### Clock nets

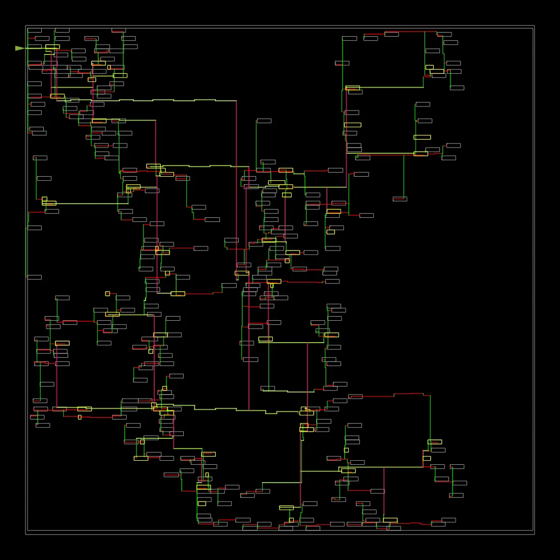
### Clock wires, drivers and flops

Scale bar: 100 um.
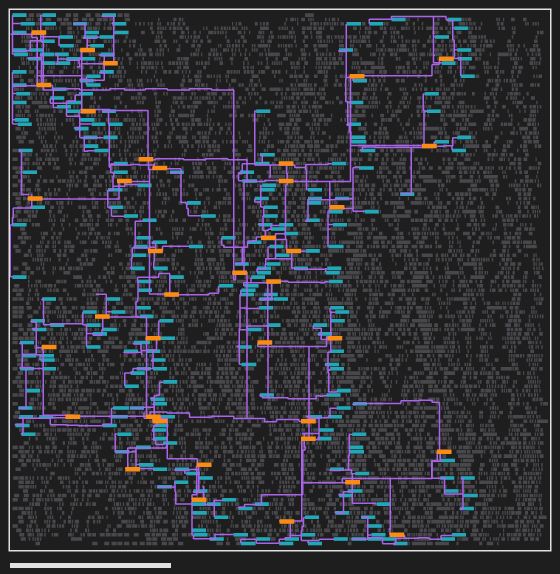
### Where the registers sit

Other sequential cells in the stronger gray, the rest of the logic in the fainter gray.
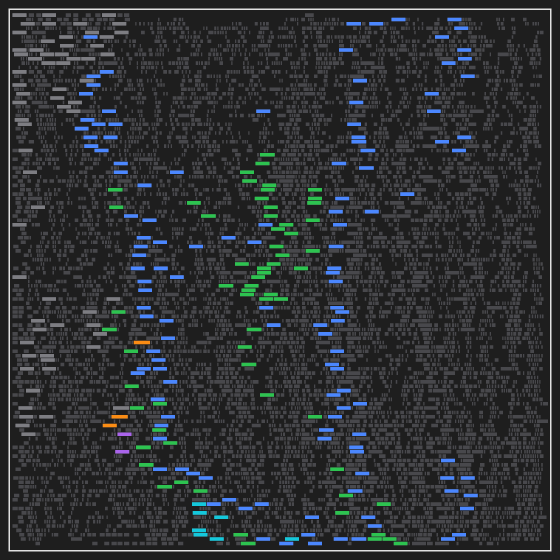
### The metal 4 layer

Supply wires on this layer in gray.
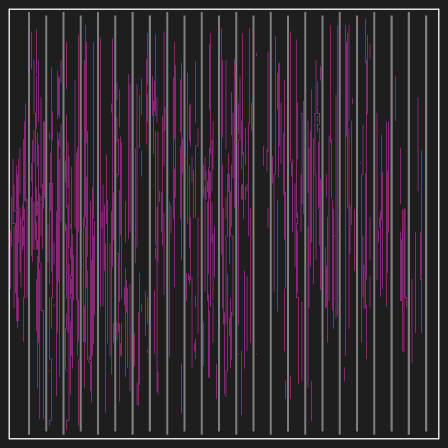
Design muldiv_unit, sky130hd; sources not shown.
==> notes.md <==
Flow results.

- The run finished, with violations left.
- The final reports fail on setup timing.
- The placer congestion estimate is 1.128.
- The number of flip-flops in the largest register is 128.
- The final standard cell count with taps included and fillers excluded is 10214.
- Setup slack on the critical path of the routed design comes to -0.01537 ns.
- By area the synthesized netlist is led by sky130_fd_sc_hd__nand2_1, sky130_fd_sc_hd__dfrtp_1, sky130_fd_sc_hd__inv_1.
- The DRC violation count after routing is 0.
- The shortest period the worst path allows is 4.415 ns.
- The post-placement cell area is 53660 um^2.
- The ratio of routed vias to standard cells is 5.595.
- The met1 wire length is 105700 um.
- The tool flagged a number of max-cap violations equal to 0.
- The floorplan step set the die height to 336.4 um.
- The detailed-routed wire length on met3 is 32080 um.
- The count of library flops with an enable pin is 0.
- The fraction of area in clock buffers and inverters is 2.121%.
- In the log, the iteration count for the first detailed-route pass is 9.
- The I/O pin total is 203.
- In the synthesized netlist the async set-or-reset flop fraction comes to 100.0%.
- The number of gates resized after cts is 572.
- In the final layout, multi-input gates take up 52.30% of the cell area.
- The number of failing setup endpoints in the final timing report is 1.
- The total congestion overflow after global routing is 0.
About 'Clock nets':
cts bufs inserted: 38
clock network latency to the later pin of the worst-skew pair: 0.61 ns
sequential cell count of the final layout: 269

About 'Clock wires, drivers and flops':
- clock wires: purple (length 5620 um)
- flip-flops: cyan (count 269)
- clock-net drivers: orange (count 38)
- routed clock nets: 39
- flops lie: widely spread
Worst Skew: 0.02318 ns

About 'Where the registers sit':
- opnd_q: green (sequential cells 64)
- prod_q: blue (sequential cells 128; where widely spread)
- state_q: purple (sequential cells 2)
- cnt_q: cyan (sequential cells 7)
- op_q: orange (sequential cells 3)
- not colored: 65
final core utilization: 53.91%
Flop area: 6770 um^2
Seq area share: 11.33%

About 'The metal 4 layer':
- main direction: vertical
- longest straight run: 260 um
- nets with wire on the layer: 299
- share of all routed wire: 8.5%
- wire length on this layer: 23.1 mm
Post-Route WL: 272500 um
Via Count: 57144

placed cells by master (no fill, tap or decap), types with 68 or more instances in the layout:
cell / count
sky130_fd_sc_hd__nor2_2: 104
sky130_fd_sc_hd__o21ai_0: 365
sky130_fd_sc_hd__inv_1: 948
sky130_fd_sc_hd__xor2_1: 152
sky130_fd_sc_hd__nand4_1: 85
sky130_fd_sc_hd__dfrtp_1: 244
sky130_fd_sc_hd__nand2_1: 1989
sky130_fd_sc_hd__nand2_2: 221
sky130_fd_sc_hd__a21oi_1: 405
sky130_fd_sc_hd__clkdlybuf4s50_1: 198
sky130_fd_sc_hd__a31oi_1: 69
sky130_fd_sc_hd__nor3_1: 83
sky130_fd_sc_hd__nand3_2: 68
sky130_fd_sc_hd__a21oi_2: 92
sky130_fd_sc_hd__nand3_1: 392
sky130_fd_sc_hd__buf_4: 1446
sky130_fd_sc_hd__nor2_1: 763
worst reg2reg max path, delay by kind of cell, from the launching register on:
family / cells / cell delay (ns)
AND/OR/NAND/NOR: 23 / 2.50
AND-OR/OR-AND: 2 / 0.28
buffers and inverters: 5 / 0.66
adder cells (fa/ha/maj): 1 / 0.33
flip-flops: 1 / 0.50
logic make-up after synthesis:
family,after synthesis,synth area share (%)
simple gates,3948,41.63
buf+inv,1297,12.75
compound gates,1266,18.39
flops,269,17.20
xor+xnor,228,5.103
fa+ha+maj,157,4.930
layer usage:
layer	global-route usage [%]	vias up
li1	-	26126
met1	58.50	26762
met2	69.22	3446
met3	12.68	794
met4	31.87	16
met5	0	-
